run_1/m4.png
Scale: 2 px per µm. Supply wires on this layer in gray.
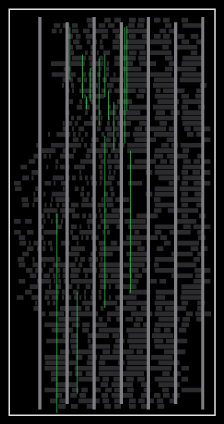
run_1/m3.png
Scale: 4 px per µm.
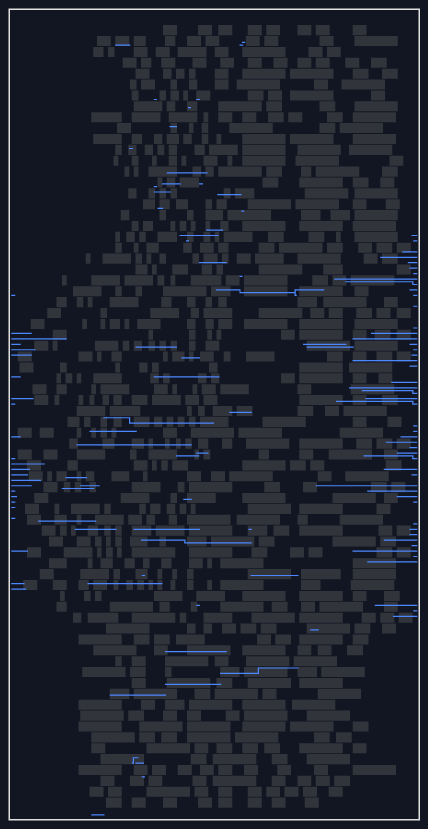
run_1/m1.png
Scale: 3 px per µm. Supply wires on this layer in gray.
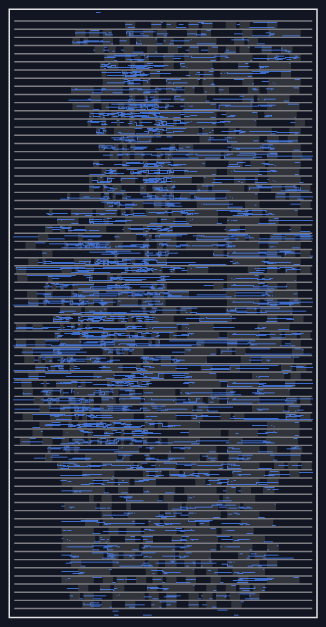
run_1/m2.png
Scale: 3 px per µm.
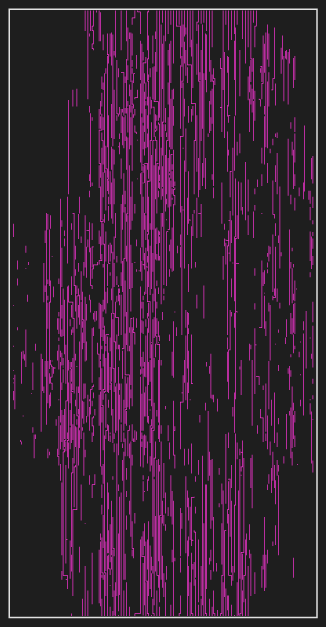
$ cat src/rtl/instr_fetch.sv
// -----------------------------------------------------------------------------
// instr_fetch
//
// Instruction prefetch unit. A fetch PC register addresses a combinational
// instruction memory every cycle. Each fetched {pc, instr} pair is pushed into
// a small circular prefetch queue, and the queue head is presented to the
// consumer with a valid/ready handshake. A redirect flushes the queue and
// restarts fetching at the target. A misaligned redirect target parks the unit
// in a sticky FAULT state until reset.
//
// Parameters
//   RESET_PC  fetch address loaded on reset
//   DEPTH     prefetch queue entries (power of two, >= 2)
//
// Ports
//   CLK            sole clock, rising edge
//   RESET          synchronous, active-high reset
//   imem_addr_o    byte address to instruction memory (straight from fetch_pc)
//   imem_instr_i   instruction word for imem_addr_o, same cycle
//   redirect_i     taken branch / jump: flush and refetch
//   redirect_pc_i  redirect target byte address
//   instr_o        instruction at queue head
//   pc_o           byte address of instr_o
//   valid_o        queue head holds a valid instruction
//   ready_i        consumer accepts the head this cycle
//   fault_o        sticky misaligned-redirect fault
// -----------------------------------------------------------------------------
module instr_fetch #(
    parameter logic [31:0] RESET_PC = 32'h0000_0000,
    parameter int          DEPTH    = 2
) (
    input  logic        CLK,
    input  logic        RESET,
    output logic [31:0] imem_addr_o,
    input  logic [31:0] imem_instr_i,
    input  logic        redirect_i,
    input  logic [31:0] redirect_pc_i,
    output logic [31:0] instr_o,
    output logic [31:0] pc_o,
    output logic        valid_o,
    input  logic        ready_i,
    output logic        fault_o
);

    localparam int            AW       = $clog2(DEPTH);
    localparam logic [AW:0]   FULL_CNT = (AW + 1)'(DEPTH);
    localparam logic [AW-1:0] PTR_ONE  = AW'(1);
    localparam logic [AW:0]   CNT_ONE  = (AW + 1)'(1);

    typedef enum logic {
        RUN   = 1'b0,
        FAULT = 1'b1
    } state_t;

    state_t        state_q,    state_d;
    logic [31:0]   fetch_pc_q, fetch_pc_d;
    logic [AW-1:0] rd_ptr_q,   rd_ptr_d;
    logic [AW-1:0] wr_ptr_q,   wr_ptr_d;
    logic [AW:0]   count_q,    count_d;

    logic          push;
    logic          pop;

    // Queue payload; deliberately not reset, validity is tracked by count_q.
    logic [31:0]   pc_mem    [DEPTH];
    logic [31:0]   instr_mem [DEPTH];

    always_comb begin
        state_d    = state_q;
        fetch_pc_d = fetch_pc_q;
        rd_ptr_d   = rd_ptr_q;
        wr_ptr_d   = wr_ptr_q;
        count_d    = count_q;
        push       = 1'b0;
        pop        = 1'b0;

        case (state_q)
            RUN: begin
                if (redirect_i) begin
                    // Redirect wins over any handshake this cycle.
                    rd_ptr_d = '0;
                    wr_ptr_d = '0;
                    count_d  = '0;
                    if (redirect_pc_i[1:0] == 2'b00) begin
                        fetch_pc_d = redirect_pc_i;
                    end else begin
                        state_d = FAULT;
                    end
                end else begin
                    pop  = (count_q != '0) && ready_i;
                    // A pop frees a slot in the same cycle, so a full queue
                    // still streams at one instruction per cycle.
                    push = (count_q != FULL_CNT) || pop;

                    if (push) begin
                        wr_ptr_d   = wr_ptr_q + PTR_ONE;
                        fetch_pc_d = fetch_pc_q + 32'd4;
                    end
                    if (pop) begin
                        rd_ptr_d = rd_ptr_q + PTR_ONE;
                    end

                    if (push && !pop) begin
                        count_d = count_q + CNT_ONE;
                    end else if (pop && !push) begin
                        count_d = count_q - CNT_ONE;
                    end
                end
            end
            default: begin
                // FAULT: frozen until reset.
            end
        endcase
    end

    always_ff @(posedge CLK) begin
        if (RESET) begin
            state_q    <= RUN;
            fetch_pc_q <= RESET_PC;
            rd_ptr_q   <= '0;
            wr_ptr_q   <= '0;
            count_q    <= '0;
        end else begin
            state_q    <= state_d;
            fetch_pc_q <= fetch_pc_d;
            rd_ptr_q   <= rd_ptr_d;
            wr_ptr_q   <= wr_ptr_d;
            count_q    <= count_d;
        end
    end

    always_ff @(posedge CLK) begin
        if (push) begin
            pc_mem[wr_ptr_q]    <= fetch_pc_q;
            instr_mem[wr_ptr_q] <= imem_instr_i;
        end
    end

    assign imem_addr_o = fetch_pc_q;
    assign instr_o     = instr_mem[rd_ptr_q];
    assign pc_o        = pc_mem[rd_ptr_q];
    // FAULT always flushes the queue on entry, so count_q alone gives valid.
    assign valid_o     = (count_q != '0);
    assign fault_o     = (state_q == FAULT);

endmodule

$ cat config.mk
export PLATFORM = sky130hd
export DESIGN_NAME = instr_fetch
export DESIGN_NICKNAME = d
export VERILOG_FILES = /design/src/rtl/instr_fetch.sv
export SDC_FILE = /design/constraint.sdc
export NUM_CORES = 1
export LEC_CHECK = 0
export CELL_PAD_IN_SITES_DETAIL_PLACEMENT = 1
export CELL_PAD_IN_SITES_GLOBAL_PLACEMENT = 2
export CORE_ASPECT_RATIO = 2
export CORE_UTILIZATION = 35
export CTS_BUF_LIST = sky130_fd_sc_hd__clkbuf_4 sky130_fd_sc_hd__clkbuf_8
export DETAILED_ROUTE_END_ITERATION = 8
export PLACE_DENSITY = 0.91
export SLEW_MARGIN = 30
export SYNTH_ARGS = -nofsm -noshare
export SYNTH_HDL_FRONTEND = slang
export SYNTH_SLANG_ARGS = --single-unit
$ cat constraint.sdc
create_clock -name CLK -period 7 [get_ports CLK]
set_clock_uncertainty 0.15 [all_clocks]
set_input_delay 1.4 -clock CLK [delete_from_list [all_inputs] [get_ports CLK]]
set_output_delay 1.4 -clock CLK [all_outputs]
set_load 0.03 [all_outputs]
==> run summary, run 1 <==
Via/cell ratio: 5.24
Final net count: 749
Grt peak-use layer: met2
Mapped Avg Cell Area: 13.6 µm²
Worst setup path endpoint: instr_o[26]
Seq. cell area: 0.00461 mm²
Total track usage: 0.194
Final cell count without fillers: 952
Clock share of power: 0.370
Synthesized area: 0.00702 mm²
Max_cap viols: 0
Core box area: 0.0195 mm²
Worst hold path class: register to register
DP Cell Count: 919
Clock Path Buffers: 2
Setup TNS: 0 ns
Post-CTS setup buffers: 0
WP depth: 3
Max-area cell share: 0.548
Complex Gates by Area: 0.0883
Power per Cell Area: 247 mW/mm²
Synthesis-to-layout area growth: 34.8%
Largest net degree at the start of global routing: 65
DIE AREA: 0.0207 mm²
FF-to-FF path depth: 5
Status: complete, no violations
RSZ-0062 raised after global routing: no
Endpoints failing setup: 0
CTS Hold Bufs: 0
Syn nets: 585
Gate power share: 0.138
HPWL after detailed placement: 13.9 mm
Yosys warning tally: 0
CP delay by family, top: buffers and inverters
CP max FO: 64
Vias: 4986
Cts bufs inserted: 17
Final Hold Viols: 0
ANT nets after route: 0
And+or+nand+nor area frac: 0.115
Crit path arrival time: 2.50 ns
Int Pwr: 1.78 mW
Sequential area share after synthesis: 0.656
Site Rows: 72
Top-count cell post-synth: edfxtp_1
Cells along the critical path: buf_4 -> mux2_2 -> clkdlybuf4s50_1
Top FF cell, synth: edfxtp_1
Yosys stat area: 0.00702 mm²
Req. time, crit path: 5.45 ns
Mean routed wirelength per cell: 20.2 µm
Clock transition at path regs: 0.09 ns
Tot Pwr: 2.34 mW
R2R Setup Slk: 4.56 ns
Antenna diode instance count: 0
Place WS: 2.67 ns
Input/output buffers: 165
Die X: 102 µm
Synth flops: 166
Logic area: 0.00224 mm²
Slew at the pin closest to its max-slew limit: 0.852 ns
CP bufs+invs: 2
XORs/XNORs by Area: 0
Met3 usage: 0.0405
Mux cell area share: 0.113
Switching share of power: 0.236
Critical Path Source Type: register
Placed Area: 0.00891 mm²
Maximum VDD drop: 0.123 mV
Layout filler cell count: 2020
FF-to-FF Start: imem_addr_o[4]
Crit Path Category: register to primary output
Clk_lat worst skew: 0.45 ns
WL final: 19.2 mm
H-tree levels: 4
M1 GR Usage: 0.198
Root Buffer: clkbuf_8
Part of the power in registers: 0.492
Worst relative slew slack: 0.432
Congestion Overflow GR: 0
FP Util: 0.361
Fin crit share: 0.578
DRT iter0 DRCs: 193
Die Y: 202 µm
Reg2reg end: imem_addr_o[27]
Mapped Cells: 516
-- m4.png (at the start) --
nets with wire on the layer = 12
main direction = vertical
longest straight run = 99.3 µm
wire length on this layer = 569 µm
share of all routed wire = 3.0%

-- m3.png (at the start) --
wire length on this layer = 819 µm
nets with wire on the layer = 99

-- m1.png (at the start) --
longest straight run = 39.1 µm
wire length on this layer = 6770 µm
main direction = horizontal
nets with wire on the layer = 673

-- m2.png (at the start) --
nets with wire on the layer = 680
main direction = vertical
longest straight run = 70.4 µm
wire length on this layer = 11100 µm
share of all routed wire = 58%

==> run 1: layout make-up <==
type | count | share of cell area
sequential | 166 | 0.487
tap | 259 | 0.0343
clock inverter | 15 | 0.0298
inverter | 10 | 0.00397
timing repair buffer | 174 | 0.183
clock buffer | 17 | 0.0247
multi-input combinational | 311 | 0.237
==> run 1: power groups by stage <==
stage	Clock, mW	Combinational [mW]	Sequential (mW)
floorplan	0	0.158	1.18
global placement	0	0.315	1.17
detailed placement	0	0.322	1.17
CTS	0.881	0.324	1.15
global route	0.921	0.341	1.16
finish	0.864	0.323	1.15
==> run 1: stage by stage <==
stage / hold WS, ns / utilization
floorplan: 0.296 / -
global placement: 0.299 / 0.458
detailed placement: 0.321 / 0.458
CTS: 0.334 / 0.485
global route: 0.373 / 0.486
finish: 0.326 / 0.486
==> run 1: state kept, by name (all words and copies together), names as in the netlist, named ones only <==
signal	count
wr_ptr_q	1
rd_ptr_q	1
instr_mem	64
imem_addr_o	32
fault_o	1
pc_mem	64
count_q	2
==> run 1: metal layers <==
layer	vias to the layer above	wire [µm]
met3	35	818
met4	0	568
li1	2310	-
met5	-	0
met1	2483	6770
met2	158	11100
==> run 1: worst min-delay path, delay by kind of cell (launching register included) <==
family             cells  cell delay (ns)
AOI/OAI and AO/OA      1             0.06
DFF                    1             0.32
and+or+nand+nor        1             0.05
==> run 1: cells in the final DEF, fill, tap and decap left out, drive strengths merged, types with 3 or more instances in the layout <==
master and n:
nand4 9, mux2 64, nand3 16, a22oi 6, a22o 3, dfxtp 38
o41ai 3, nor3 19, and4 4, clkdlybuf4s50 164, nor2 30, a21oi 29
a211oi 5, or2 4, o31ai 4, clkbuf 17, edfxtp 128, a31oi 8
and3 12, o21ai 25, clkinv 5, nand2 31, buf 10, bufinv 8
nor4 5, mux2i 7, inv 10, o22ai 7
--- run 2 (diff from run 1) ---
==> constraint.sdc (replaced) <==
create_clock -name CLK -period 4 [get_ports CLK]
set_clock_uncertainty 0.15 [all_clocks]
set_input_delay 0.8 -clock CLK [delete_from_list [all_inputs] [get_ports CLK]]
set_output_delay 0.8 -clock CLK [all_outputs]
set_load 0.03 [all_outputs]
run_2/m2.png
Scale: 3 px per µm.
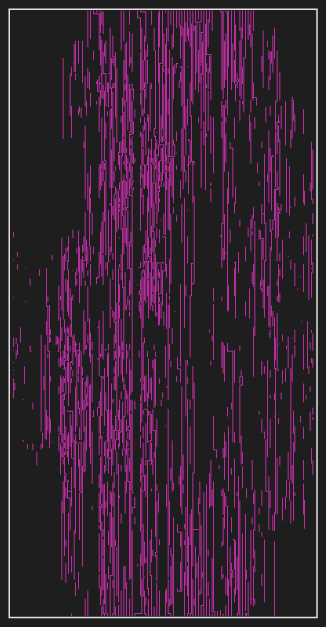
nets with wire on the layer = 704
wire length on this layer = 10900 µm

==> run summary, run 2 <==
M1 GR Usage: 0.187 (-0.0112)
Synthesis-to-layout area growth: 34.0%
Die Y: 202 µm (unchanged)
Die X: 102 µm (unchanged)
Slew at the pin closest to its max-slew limit: 0.811 ns (-0.0403 ns)
Asr flop ratio synth: 0
Site Rows: 72 (unchanged)
Most numerous logic cells after layout: clkdlybuf4s50_1, edfxtp_1, mux2_2
Vias: 5002 (+0.32%)
Syn nets: 585 (unchanged)
Yosys warning tally: 0 (unchanged)
CP delay by family, top: buffers and inverters
Synthesized area: 0.00702 mm² (unchanged)
Worst relative slew slack: 0.459 (+0.0268)
Congestion Overflow GR: 0 (unchanged)
Crit Path Category: register to primary output
Final net count: 750 (+0.13%)
Clock Path Buffers: 2 (unchanged)
FP Util: 0.361 (unchanged)
Mux cell area share: 0.113 (unchanged)
Total track usage: 0.191 (-0.00236)
Power per Cell Area: 408 mW/mm² (+65%)
H-tree levels: 4 (unchanged)
Maximum VDD drop: 0.274 mV (+120%)
Status: complete, no violations
Crit path arrival time: 2.18 ns (-0.32 ns)
Cells along the critical path: buf_12 -> mux2_2 -> clkdlybuf4s50_1
CTS tree: built
Max_cap viols: 0 (unchanged)
Top-count cell post-synth: edfxtp_1
Critical Path Source Type: register
Mapped Cells: 516 (unchanged)
Clk_lat worst skew: 0.46 ns (about the same)
Slowest CP cell: clkdlybuf4s50_1
Setup TNS: 0 ns (unchanged)
Root Buffer: clkbuf_8
XORs/XNORs by Area: 0 (unchanged)
Placed Area: 0.00898 mm² (+0.73%)
R2R Setup Slk: 1.58 ns (-2.98 ns)
And+or+nand+nor area frac: 0.115 (unchanged)
Cts repair resizes: 0
CTS Hold Bufs: 0 (unchanged)
Grt peak-use layer: met2
Grt met2 use: 0.357
Cts bufs inserted: 17 (unchanged)
Via/cell ratio: 5.25 (+0.22%)
Dominant logic cell type in the layout: clkdlybuf4s50_1
Largest net degree at the start of global routing: 65 (unchanged)
CP max FO: 64 (unchanged)
Clock transition at path regs: 0.08 ns (about the same)
Input/output buffers: 165 (unchanged)
CP bufs+invs: 2 (unchanged)
Req. time, crit path: 3.05 ns (-2.40 ns)
Met3 usage: 0.0377 (-0.00277)
Antenna diode instance count: 0 (unchanged)
Top FF cell, synth: edfxtp_1
Core Util, Final: 0.483 (-0.00315)
Synth flops: 166 (unchanged)
RSZ-0062 raised after global routing: no
DIE AREA: 0.0207 mm² (unchanged)
Final Hold Viols: 0 (unchanged)
WL final: 19.2 mm (-0.29%)
Worst-case hold slack: 0.332 ns (+0.00675 ns)
Max-area cell share: 0.548 (unchanged)
Endpoints failing setup: 0 (unchanged)
HPWL after detailed placement: 14.0 mm (+0.88%)
Mapped Avg Cell Area: 13.6 µm² (unchanged)
Layout filler cell count: 2079 (+2.9%)
Sequential area share after synthesis: 0.656 (unchanged)
Worst hold path class: register to register
DRT iter0 DRCs: 144 (-25%)
Post-CTS setup buffers: 0 (unchanged)
ANT nets after route: 0 (unchanged)
Mean routed wirelength per cell: 20.1 µm (-0.40%)
Yosys stat area: 0.00702 mm² (unchanged)
Tot Pwr: 3.84 mW (+64%)
Fin crit share: 0.782
Complex Gates by Area: 0.0883 (unchanged)
[run 2: report_power, final]
group | internal [mW] | switching (mW) | total, mW
clock | 0.669 | 0.589 | 1.26
combinational | 0.253 | 0.315 | 0.568
sequential | 1.95 | 0.0626 | 2.01
[run 2: area by class of cell]
cell class,instances,area (µm²),share of cell area
Sequential cell,166,4610,0.490
Multi-Input combinational cell,311,2240,0.238
Timing Repair Buffer,175,1770,0.188
Tap cell,259,324,0.0345
Clock buffer,17,234,0.0249
Clock inverter,15,186,0.0198
Inverter,10,37.5,0.00399
[run 2: logic make-up after synthesis]
group	count (synthesis)
multiplexers	71
buffers and inverters	39
adder cells (fa/ha/maj)	1
AND-OR/OR-AND	98
flip-flops	166
AND/OR/NAND/NOR	141
[run 2: path summary, 6_finish.rpt]
check,from,endpoint,cells past startpoint
hold reg to reg,rd_ptr_q,register,2
hold / removal,rd_ptr_q,register,2
setup / recovery,register,instr_o[29],3
setup reg to reg,imem_addr_o[2],imem_addr_o[22],6
[run 2: worst min-delay path, delay by kind of cell (launching register included)]
kind               cells  cell delay (ns)
AOI/OAI and AO/OA      1             0.07
DFF                    1             0.32
and+or+nand+nor        1             0.05
[run 2: metrics by stage]
| stage | setup slack [ns] | instances |
|---|---|---|
| 3_3_place_gp | 0.722 | 921 |
| 4_1_cts | 0.831 | 953 |
| 6_report | 0.872 | 953 |
| 3_5_place_dp | 0.709 | 921 |
| 2_1_floorplan | 0.333 | 516 |
| 5_1_grt | 0.784 | 953 |
[run 2: metal layers]
layer | vias to the layer above | routed length [µm]
met5 | - | 0
met4 | 0 | 848
met3 | 46 | 754
met2 | 155 | 10900
met1 | 2484 | 6680
li1 | 2317 | -
Power is estimated from default activity; no workload was simulated.
